Design gate_self_tester_flat, sky130hd; sources not shown.
Run 1, selected gate families:
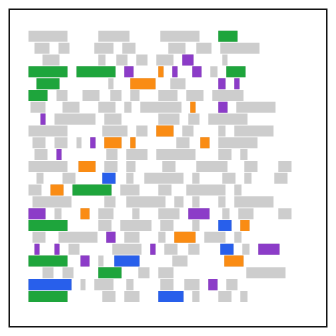
Key: NAND gates = purple [cells 19, most used nand2_1]; adder and majority cells = green [cells 11, most used ha_4]; NOR gates = orange [cells 13]; XOR/XNOR gates = blue [cells 6, most used xnor2_1]
most frequently placed logic cell in the final layout: sky130_fd_sc_hd__dfrtp_1
final cell count without fillers: 220
share of the final layout cell area in multi-input gates: 45.2%

Run 1, cells by drive strength:
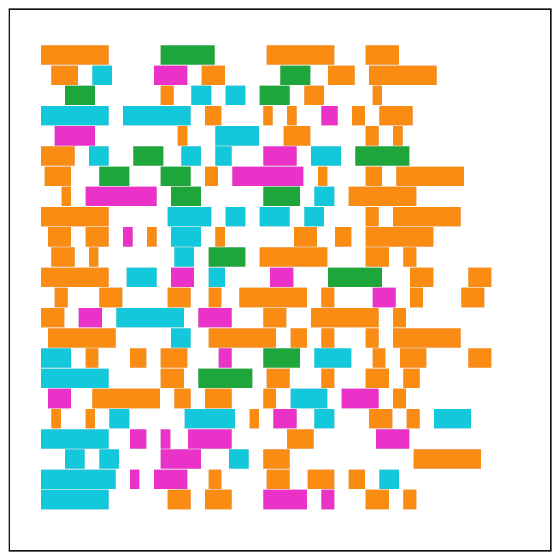
Key: drive 2 = magenta [cells 25, share 15%, most used a21oi_2]; drive 3 to 4 = cyan [cells 36, share 21%, most used buf_4]; drive 6 and up = green [cells 14, share 8.2%, most used buf_6]; drive 1 or less = orange [cells 95, share 56%, most used dfrtp_1]
layout overhead on the synthesized area: 67.9%
count of buffers not belonging to the clock network in the layout: 46

Run 1, the clock network:
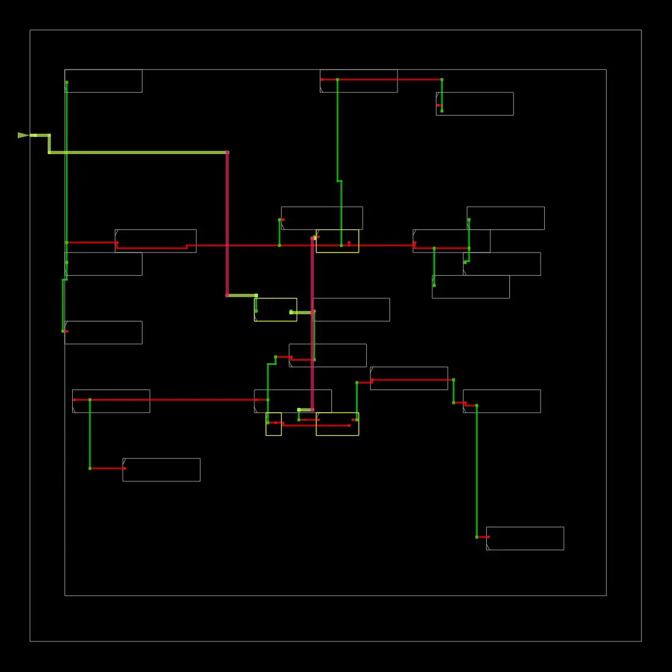
clock skew: 5.00 ps
number of sequential cells: 19

==> run notes <==
Figures from the implementation reports.

- The flow ran to the end, but the final reports show violations.
- The checks that failed: setup timing.
- The proportion of layout cells with a drive suffix above 1 reads 44.1%.
- At the end of the flow, the number of nets in the layout was 192.
- The final setup violation count reads 14.
- The worst setup path is of the reg -> reg kind.
- The actual slew at the worst max-slew pin reads 949 ps.
- The combinational cell area excluding buffers and inverters reads 890 um2.
- The global-route congestion overflow total is 0.
- For the finished layout, the period the worst path requires is 1640 ps.
- The number of global-route vias before repair came to 1351.
- The share of synthesized area spent on multiplexers reads 1.71%.
- STA classifies the critical path endpoint as a flip-flop.
- Counting the warning lines in the Yosys log gives 0.
- Summing the areas of all and, or, nand and nor instances in the mapped netlist gives 15.7% of the synthesized area.
- For this run, the detailed router's first-pass iteration total came to 4.
- The global placement routability congestion reads 0.769.
- The flip-flop count of the largest register after layout is 7.
- The residual antenna-violating net count after detailed routing is 0.
- The root buffer cell is sky130_fd_sc_hd__clkbuf_8.
- The distinct cell type count after synthesis is 32.
- The layout report lists the combined flip-flop and latch area as 478 um2.
- The via total after detailed routing reads 1161.
- The die span in x reads 72.7 um.
- Setup repair after global routing could not meet its margin everywhere.
- The cell count in the Yosys report reads 123.
- The synthesis run identifies the leading combinational cell family as AND-OR/OR-AND gates.
- The endpoint required time on the critical path is 1590 ps.
- The share of the core filled by cells before placement reads 29.1%.
- In this run, the synthesized area fraction spent on xor and xnor cells is recorded as 4.48%.
- The count of final max-slew check failures reads 0.
- The cell row count is 23.
- The number of maximum-capacitance violations recorded for the run is 0.
- The total of fill cells in the finished design reads 408.
- The initial antenna violation count came to 0.
- The worst register-to-register path has a depth of 6.
- The proportion of synthesized chip area in sequential cells reads 40.6%.
- The net count after synthesis reads 144.
- The share of synthesized cell area in full adder, half adder and majority cells reads 11.7%.
- The area figure in the yosys stat output reads 0.00117 mm2.
- The worst VDD IR drop from the latest analysis is 1.22 mV.
- The overall die area is 0.00529 mm2.
- The worst-case reg-to-reg setup slack stands at -190 ps.
- The floorplan die height reads 72.7 um.
- The routed wire length reads 5220 um.
- The leading register cell type out of synthesis is sky130_fd_sc_hd__dfrtp_1.
- The post-detailed-route via-to-cell ratio reads 5.28.
- The cell area after synthesis is 0.00117 mm2.
- The CTS tree is yes.
- The final layout reports a setup TNS of -1610 ps.
- The pre-CTS worst setup slack is -409 ps.
- The hold buffer count at cts is 0.
- Per the placement log, port buffering inserted 21 buffers.
- Global routing used 19.8% of the available tracks.
- After the first detailed-routing iteration, the DRC count stood at 70.
- The number of placed cells counting well taps reads 194.
- Note that the worst hold path type here is reg -> reg.
- The wire length of the first global-routing pass is 7900 um.
- The detailed placement HPWL is 2780 um.
- The final report gives the standard cell area, fillers excluded, as 0.00197 mm2.
- The fraction of registers with async set/reset reads 100%.
- In this run, CTS created clock tree buffers numbering 3.
- In this run the power density over the cells is 2300 mW/mm2.
- The utilization after layout is 48.9%.
- The count of clock tree sinks is 19.
- The clock network latency to the later pin of the worst-skew pair is 260 ps.
- The post-synthesis share of cell area spent on and-or and or-and gates reads 21.9%.
- Per the CTS log, the maximum H-tree level is 1.
- The number of synthesized flops with an enable pin is 0.
- The static leakage is 0.868 nW.
- The worst slew margin relative to its limit reads 36.5%.
- The upper clock frequency limit is 608 MHz.
- The critical path maximum fanout is 5.
- The worst setup path is launched from a flip-flop.
- The top-level I/O count is 22.
- The synthesized flop and latch total reads 19.
- Detailed placement reports a standard cell area of 0.00148 mm2.
- The stage-log warning count reads 37.
- The number of instances in the synthesized netlist is 123.
- Averaged over all synthesized cells, the footprint is 9.53 um2.
- In the hold timing report, the worst path depth is 1.
- The routed length per placed instance is 23.7 um.
- The OpenROAD report gives the critical path a data arrival time of 1790 ps.
- Across all setup checks in the final design, the least slack found is -193 ps.
- For reference, the clock transition at the flip-flops on the worst setup and hold paths is 80 ps.
- For reference, the final report shows the hold violation count at 0.
- The pin count of the biggest net entering global routing reads 20.
- In this run the standard cell core region covers 0.00403 mm2.
- The number of remaining DRC errors reads 0.
- The number of antenna diodes is 0.
run 1: cells in the mapped netlist, types with 2 or more instances:
library cell               count  area share, %
sky130_fd_sc_hd__nand2b_1      5            2.7
sky130_fd_sc_hd__a22o_1        5            3.7
sky130_fd_sc_hd__o31ai_1       2            1.3
sky130_fd_sc_hd__nor2b_1       3            1.6
sky130_fd_sc_hd__inv_1         8            2.6
sky130_fd_sc_hd__xnor2_1       4            3.0
sky130_fd_sc_hd__dfrtp_1      19             41
sky130_fd_sc_hd__xor2_1        2            1.5
sky130_fd_sc_hd__nor4_1        2            1.1
sky130_fd_sc_hd__a21oi_1      13            5.5
sky130_fd_sc_hd__ha_1         11             12
sky130_fd_sc_hd__a31oi_1       2            1.1
sky130_fd_sc_hd__nor2_1        6            1.9
sky130_fd_sc_hd__mux2i_1       2            1.7
sky130_fd_sc_hd__nand2_1      11            3.5
sky130_fd_sc_hd__o21ai_0      12            5.1
run 1: repair_timing:
action,CTS,global route
endpoints found under the setup margin,30,19
setup buffers,18,7
pin swaps,13,18
resized,54,29
run 1: final cells by class:
type | count | share of cell area (%)
Clock buffer | 3 | 2.10
Tap cell | 50 | 3.18
Clock inverter | 1 | 0.254
Buffer | 1 | 0.381
Inverter | 8 | 1.97
Sequential cell | 19 | 24.3
Timing Repair Buffer | 45 | 22.6
Multi-Input combinational cell | 93 | 45.2
run 1: where the power goes:
group	internal [mW]	switching (mW)	leakage (nW)
Clock	0.192	0.202	0.0255
Combinational	1.48	1.70	0.597
Sequential	0.723	0.235	0.245
run 1: metrics by stage:
step / hold WS [ps] / total power [mW]
floorplan: -5.59 / 2.21
global placement: 495 / 2.75
detailed placement: 519 / 2.89
CTS: 536 / 3.95
global route: 588 / 4.78
finish: 577 / 4.53
run 1: critical path: stages (launching register included):
cell	delay [ps]
sky130_fd_sc_hd__dfrtp_2	440
sky130_fd_sc_hd__inv_4	90
sky130_fd_sc_hd__ha_4	170
sky130_fd_sc_hd__nor2b_4	300
sky130_fd_sc_hd__nor2_4	80
sky130_fd_sc_hd__a22o_1	210
sky130_fd_sc_hd__a22o_1	220
run 1: cells by family after synthesis:
family	after synthesis
AND-OR/OR-AND	41
XOR/XNOR	6
adder cells (fa/ha/maj)	11
buffers and inverters	11
flip-flops	19
multiplexers	2
AND/OR/NAND/NOR	33
run 1: per-layer routing:
layer	global-route usage, %	up-vias	routed length, um
li1	-	526	-
met2	36.7	23	2640
met5	0	-	0
met1	24.0	605	2370
met4	4.51	0	83
met3	2.62	7	133
run 1: layout by cell type (no fill, tap or decap), types with 5 or more instances in the layout:
cell,count
sky130_fd_sc_hd__ha_4,6
sky130_fd_sc_hd__nand2_1,8
sky130_fd_sc_hd__clkdlybuf4s50_1,7
sky130_fd_sc_hd__a21oi_1,9
sky130_fd_sc_hd__buf_6,7
sky130_fd_sc_hd__dlygate4sd2_1,11
sky130_fd_sc_hd__a22o_1,5
sky130_fd_sc_hd__dfrtp_1,17
sky130_fd_sc_hd__o21ai_0,8
sky130_fd_sc_hd__buf_4,15
Power and IR drop assume default switching activity.
